**Run 1: cell area per tile**

Scale: 2 px per µm. The die is cut into 11 by 11 equal tiles; dark purple is low, yellow is high, 0 to 100% covered.
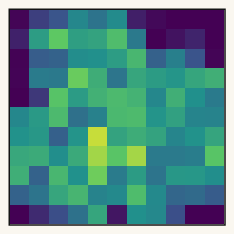
**Run 1: register map, names as in the netlist**

Scale: 3 px per µm. Other sequential cells in the stronger grey, the rest of the logic in the fainter grey.
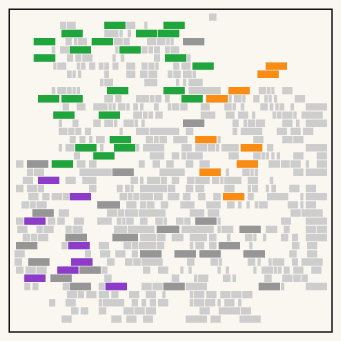
**Run 1: clock nets**

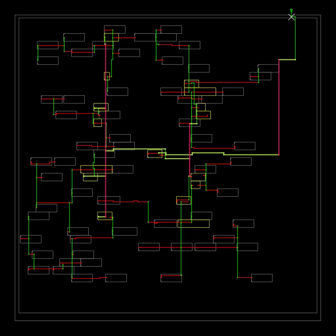
[src/rtl/nvram_host_bridge.sv]
`default_nettype none
// nvram_host_bridge -- single-port NVRAM arbiter between the core and the host ioctl
// download/upload path, with a one-entry core write buffer and an idle autosave request.
// Revision: 1.0
module nvram_host_bridge #(
  parameter int         AW          = 9,
  parameter logic [7:0] NV_INDEX    = 8'hff,
  parameter int         IDLE_CYCLES = 14318180
) (
  input  logic          clk_sys,
  input  logic          reset_n,
  input  logic          ioctl_download,
  input  logic          ioctl_upload,
  input  logic [7:0]    ioctl_index,
  input  logic          ioctl_wr,
  input  logic [AW-1:0] ioctl_addr,
  input  logic [7:0]    ioctl_dout,
  output logic [7:0]    ioctl_din,
  input  logic [AW-1:0] core_a,
  input  logic [7:0]    core_d,
  input  logic          core_we,
  output logic [7:0]    core_q,
  output logic [AW-1:0] ram_a,
  output logic [7:0]    ram_d,
  output logic          ram_we,
  input  logic [7:0]    ram_q,
  output logic          busy,
  output logic          dirty,
  output logic          overrun,
  output logic          save_req
);

  localparam int            CW       = $clog2(IDLE_CYCLES + 1);
  localparam logic [CW-1:0] CNT_MAX  = CW'(IDLE_CYCLES);
  localparam logic [CW-1:0] CNT_LAST = CW'(IDLE_CYCLES - 1);

  typedef enum logic [1:0] {
    S_IDLE  = 2'd0,
    S_HDL   = 2'd1,
    S_HUL   = 2'd2,
    S_DRAIN = 2'd3
  } state_t;

  state_t        state_q, state_d;
  logic          wr_q;
  logic          pend_full_q, pend_full_d;
  logic [AW-1:0] pend_a_q, pend_a_d;
  logic [7:0]    pend_data_q, pend_data_d;
  logic          dirty_q, dirty_d;
  logic          overrun_q, overrun_d;
  logic          save_req_q, save_req_d;
  logic [CW-1:0] cnt_q, cnt_d;
  logic [7:0]    din_q, din_d;
  logic [7:0]    coreq_q, coreq_d;

  logic session;
  logic wr_rise;
  logic commit;
  logic buffered;
  logic counting;

  assign session = (ioctl_download | ioctl_upload) && (ioctl_index == NV_INDEX);
  assign wr_rise = ioctl_wr & ~wr_q;

  always_comb begin
    state_d     = state_q;
    ram_a       = core_a;
    ram_d       = core_d;
    ram_we      = 1'b0;
    commit      = 1'b0;
    buffered    = 1'b0;
    pend_full_d = pend_full_q;
    pend_a_d    = pend_a_q;
    pend_data_d = pend_data_q;
    dirty_d     = dirty_q;
    overrun_d   = overrun_q;
    din_d       = din_q;
    coreq_d     = coreq_q;

    case (state_q)
      S_IDLE: begin
        ram_we  = core_we;
        commit  = core_we;
        coreq_d = ram_q;
        if (session) state_d = ioctl_download ? S_HDL : S_HUL;
      end
      S_HDL: begin
        ram_a    = ioctl_addr;
        ram_d    = ioctl_dout;
        ram_we   = wr_rise;
        buffered = core_we;
        if (!session) begin
          state_d = S_DRAIN;
          dirty_d = 1'b0;
        end
      end
      S_HUL: begin
        ram_a    = ioctl_addr;
        din_d    = ram_q;
        buffered = core_we;
        if (!session) begin
          state_d = S_DRAIN;
          dirty_d = 1'b0;
        end
      end
      S_DRAIN: begin
        state_d = S_IDLE;
        // An empty slot leaves the port free, so a core write here goes straight to RAM.
        if (pend_full_q) begin
          ram_a       = pend_a_q;
          ram_d       = pend_data_q;
          ram_we      = 1'b1;
          commit      = 1'b1;
          pend_full_d = 1'b0;
          buffered    = core_we;
        end else begin
          ram_we = core_we;
          commit = core_we;
        end
      end
      default: state_d = S_IDLE;
    endcase

    if (buffered) begin
      if (pend_full_q) begin
        overrun_d = 1'b1;
      end else begin
        pend_full_d = 1'b1;
        pend_a_d    = core_a;
        pend_data_d = core_d;
      end
    end

    if (commit) dirty_d = 1'b1;

    counting   = (state_q == S_IDLE) && dirty_q && !commit && (cnt_q != CNT_MAX);
    cnt_d      = cnt_q;
    save_req_d = 1'b0;
    if (commit || (dirty_q && !dirty_d)) begin
      cnt_d = '0;
    end else if (counting) begin
      cnt_d      = cnt_q + CW'(1);
      save_req_d = (cnt_q == CNT_LAST);
    end
  end

  always_ff @(posedge clk_sys) begin
    if (!reset_n) begin
      state_q     <= S_IDLE;
      wr_q        <= 1'b0;
      pend_full_q <= 1'b0;
      pend_a_q    <= '0;
      pend_data_q <= 8'h00;
      dirty_q     <= 1'b0;
      overrun_q   <= 1'b0;
      save_req_q  <= 1'b0;
      cnt_q       <= '0;
      din_q       <= 8'h00;
      coreq_q     <= 8'h00;
    end else begin
      state_q     <= state_d;
      wr_q        <= ioctl_wr;
      pend_full_q <= pend_full_d;
      pend_a_q    <= pend_a_d;
      pend_data_q <= pend_data_d;
      dirty_q     <= dirty_d;
      overrun_q   <= overrun_d;
      save_req_q  <= save_req_d;
      cnt_q       <= cnt_d;
      din_q       <= din_d;
      coreq_q     <= coreq_d;
    end
  end

  assign busy      = (state_q != S_IDLE);
  assign dirty     = dirty_q;
  assign overrun   = overrun_q;
  assign save_req  = save_req_q;
  assign ioctl_din = din_q;
  assign core_q    = coreq_q;

endmodule
`default_nettype wire
[config.mk]
export PLATFORM = sky130hd
export DESIGN_NAME = nvram_host_bridge
export DESIGN_NICKNAME = d
export VERILOG_FILES = /design/src/rtl/nvram_host_bridge.sv
export SDC_FILE = /design/constraint.sdc
export NUM_CORES = 1
export LEC_CHECK = 0
export CORE_UTILIZATION = 30
export DETAILED_ROUTE_END_ITERATION = 12
export PLACE_DENSITY = 0.52
export SETUP_SLACK_MARGIN = 0.1
export SYNTH_ARGS = -nofsm -noshare
export SYNTH_HDL_FRONTEND = slang
export SYNTH_SLANG_ARGS = --single-unit
[constraint.sdc]
create_clock -name clk_sys -period 2.4 [get_ports clk_sys]
set_input_delay 0.48 -clock clk_sys [delete_from_list [all_inputs] [get_ports clk_sys]]
set_output_delay 0.48 -clock clk_sys [all_outputs]
set_load 0.1 [all_outputs]
==> flow_metrics.tcl, run 1 <==
# metrics dict for downstream scripts
set metrics [dict create \
    min_period_ns 2.32 \
    met1_length_um 4230 \
    grt_max_degree 26 \
    die-area_um2 11500 \
    postSynthCellCount 391 \
    rsz0062_at_grt "yes" \
    min_to "pend_data_q[4]" \
    top_cell "nand2_1" \
    status "finished with violations" \
    synthXorXnorAreaFrac_pct 5.55 \
    fill_cells 1046 \
    seq_cells 64 \
    lay_top_count "dfxtp_1" \
    top_cell_area_share_pct 38.7 \
    dp.cells 623 \
    critPathSlowestCell "dfxtp_4" \
    p_sw_mw 3.02 \
    grt_pass1_wl_um 14800 \
    final_area_um2 5140 \
    logic_area_um2 2020 \
    holdBufCountCts 0 \
    crit_end "ram_a[0]" \
    io_buffer_count 93 \
    post_cts_buffers 6 \
    max_clock_freq_mhz 431 \
    edf_count 0 \
    pin_count 94 \
    numCtsBuffers 9 \
    synthArstFlopShare_pct 0 \
    synthAdderAreaFrac_pct 3.02 \
    ys_cells 391 \
    cts_tree "built" \
    met3_length_um 563 \
    largest_reg_flops 24 \
    rr_endpoint "cnt_q[13]" \
    top_usage_layer "met2" \
    topCellsByArea "dfxtp_1, nand2_1, mux2i_1" \
    syn_avg_cell_area_um2 8.48 \
    drv_slew 0 \
    buf_share_pct 25.6 \
    worst_slew_pin_slew_ns 0.615 \
    p_leak_nw 1.98 \
    drc 2 \
    violations "DRC" \
    clkPwrFrac_pct 18.1 \
    htree_levels 3 \
    wl_per_cell_um 13.8 \
]
Back to the opening pictures, 'cell area per tile':
fullest tile	92%
tiles over 75% full	4.1%
densest ninth of the die	centre
nearly empty tiles	11%
emptiest ninth of the die	upper right
Core Region: 10,800 µm²
Init Core Util: 30.7%

Back to the opening pictures, 'register map, names as in the netlist':
signal	colour	flops
pend_a_q	orange	9
ioctl_din	purple	8
cnt_q	green	24
not coloured	23
final core utilization: 47.6%
sequential standard cell area: 1290 µm²
flop share of the area: 25.1%

Back to the opening pictures, 'clock nets':
Layout Skew: 0.00796 ns
layout clock buffer count: 9
Late-Pin Clk Latency: 0.34 ns

==> inputs of run 2 (changes only) <==
Settings changed: CTS_BUF_LIST set to sky130_fd_sc_hd__clkbuf_16, RECOVER_POWER set to 100.
**Run 2: register map, names as in the netlist**

Scale: 3 px per µm. Other sequential cells in the stronger grey, the rest of the logic in the fainter grey.
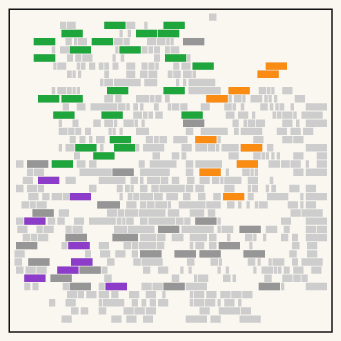
signal	colour	flops
pend_a_q	orange	9
cnt_q	green	24
ioctl_din	purple	8
not coloured	23
flop share of the area: 24.6%
sequential standard cell area: 1290 µm²

**Run 2: I/O nets highlighted**

Scale: 3 px per µm.
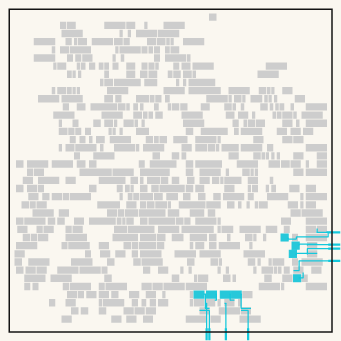
port	colour	direction	edge	end cells	buffers	wire
ioctl_dout	cyan	input	4 bottom, 4 right	8	8	131 µm
Top Ports: 94
number of buffer cells added on primary ports: 93

==> run 2 against run 1 <==
Net effect: highest routed layer unchanged; hold slack worse by 0.0016 ns; the run still ends with DRC left; critical path depth unchanged; non-clock buffer count down 1.
==> flow_metrics.tcl, run 2 <==
# metrics dict for downstream scripts
set metrics [dict create \
    status "finished with violations" \
    violations "DRC" \
    top_cell_area_share_pct 38.7 \
    synthXorXnorAreaFrac_pct 5.55 \
    holdBufCountCts 0 \
    drc 1 \
    top_usage_layer "met2" \
    dp.cells 623 \
    fin_skew_ns 0.00550 \
    min_period_ns 2.30 \
    min_to "pend_a_q[5]" \
    seq_cells 64 \
    buf_share_pct 25.0 \
    ys_cells 391 \
    grt_pass1_wl_um 14600 \
    post_cts_buffers 5 \
    coreArea_um2 10800 \
    p_leak_nw 2.04 \
    drv_slew 0 \
    rsz0062_at_grt "yes" \
    htree_levels 3 \
    edf_count 0 \
    top_cell "nand2_1" \
    topCellsByArea "dfxtp_1, nand2_1, mux2i_1" \
    logic_area_um2 2020 \
    met3_length_um 508 \
    n_clock_buffer 9 \
    largest_reg_flops 24 \
    crit_end "ram_a[0]" \
    critPathSlowestCell "dfxtp_4" \
    postSynthCellCount 391 \
    lay_top_count "dfxtp_1" \
    met1_length_um 4260 \
    synthAdderAreaFrac_pct 3.02 \
    p_sw_mw 3.07 \
    grt_max_degree 26 \
    die-area_um2 11500 \
    fill_cells 1032 \
    syn_avg_cell_area_um2 8.48 \
]
**Run 2: cell area per tile**

Scale: 2 px per µm. The die is cut into 11 by 11 equal tiles; dark purple is low, yellow is high, 0 to 100% covered.
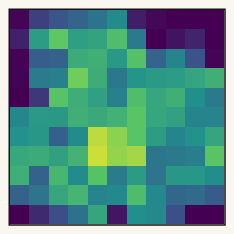
mean over tiles	44%
densest ninth of the die	centre
tiles over 75% full	5.0%
nearly empty tiles	11%
final core utilization: 48.4%

==> inputs of run 3 (changes only) <==
Settings changed: CTS_CLUSTER_DIAMETER set to 60, REMOVE_ABC_BUFFERS set to 1.
**Run 3: register map, names as in the netlist**

Scale: 3 px per µm. Other sequential cells in the stronger grey, the rest of the logic in the fainter grey.
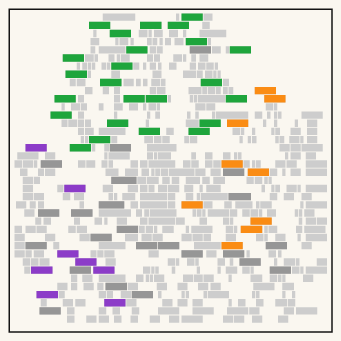
signal	colour	flops
cnt_q	green	24
pend_a_q	orange	9
ioctl_din	purple	8
flop share of the area: 24.8%
final core utilization: 48.1%
sequential standard cell area: 1290 µm²
Seq. pwr: 1.30 mW

**Run 3: logic cells by family**

Scale: 4 px per µm.
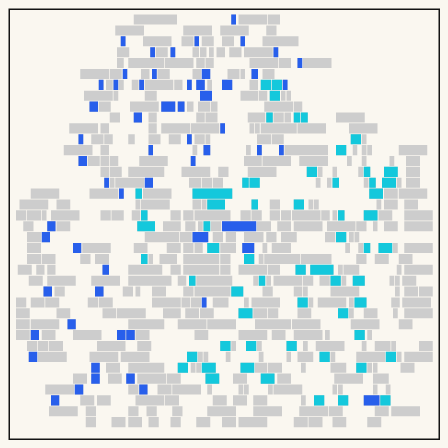
family	colour	cells	most used
inverting AOI/OAI gates	cyan	60	a21boi_0
NOR gates	blue	58	nor2_1
Final Instance Count excl. Fillers: 650
most instantiated logic cell after routing: nand2_1
logic share of the area: 37.4%

**Run 3: clock nets**

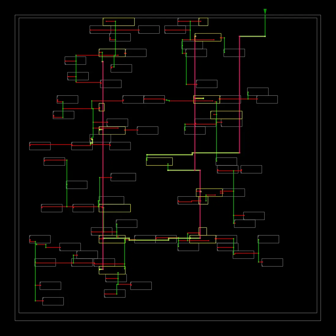
Power Clock: 1.51 mW
flop count: 64

==> run 3 against run 2 <==
Net effect: the flow now finishes without violations; clock power about the same; setup slack got worse by 0.011 ns; clock skew grew 0.0016 ns; fmax decreased by 0.46%; total power is 0.43% lower; combinational power down 2%; core utilization is 0.30 points lower; flip-flop count stayed put; design area down 0.62%; first-iteration DRC count rose by 27%; non-clock buffer count up 2; die size unchanged; largest power group unchanged.
==> flow_metrics.tcl, run 3 <==
# metrics dict for downstream scripts
set metrics [dict create \
    synthXorXnorAreaFrac_pct 5.55 \
    met1_length_um 4350 \
    met3_length_um 372 \
    rr_endpoint "cnt_q[23]" \
    drc 0 \
    final_area_um2 5190 \
    drive_gt1_share_pct 22.2 \
    postSynthCellCount 391 \
    rsz0062_at_grt "yes" \
    synthAdderAreaFrac_pct 3.02 \
    grt_pass1_wl_um 15000 \
    status "finished clean" \
    fill_cells 1013 \
    p_leak_nw 2.02 \
    io_buffer_count 93 \
    buf_share_pct 25.8 \
    worst_slew_pin_slew_ns 0.932 \
    top_cell "nand2_1" \
    min_period_ns 2.32 \
    crit_end "ram_a[7]" \
    holdBufCountCts 0 \
    ff2ff_setup_slack_ns 0.26 \
    syn_avg_cell_area_um2 8.48 \
    top_usage_layer "met2" \
    critPathSlowestCell "dfxtp_4" \
    floorplan.core_util_pct 30.7 \
    p_sw_mw 3.06 \
    clkPwrFrac_pct 22.8 \
    edf_count 0 \
    synthArstFlopShare_pct 0 \
    fin_skew_ns 0.00709 \
    post_cts_buffers 2 \
    dp.cells 624 \
    drv_slew 0 \
    grt_max_degree 26 \
    cts_tree "built" \
]
Power is estimated from default activity; no workload was simulated.
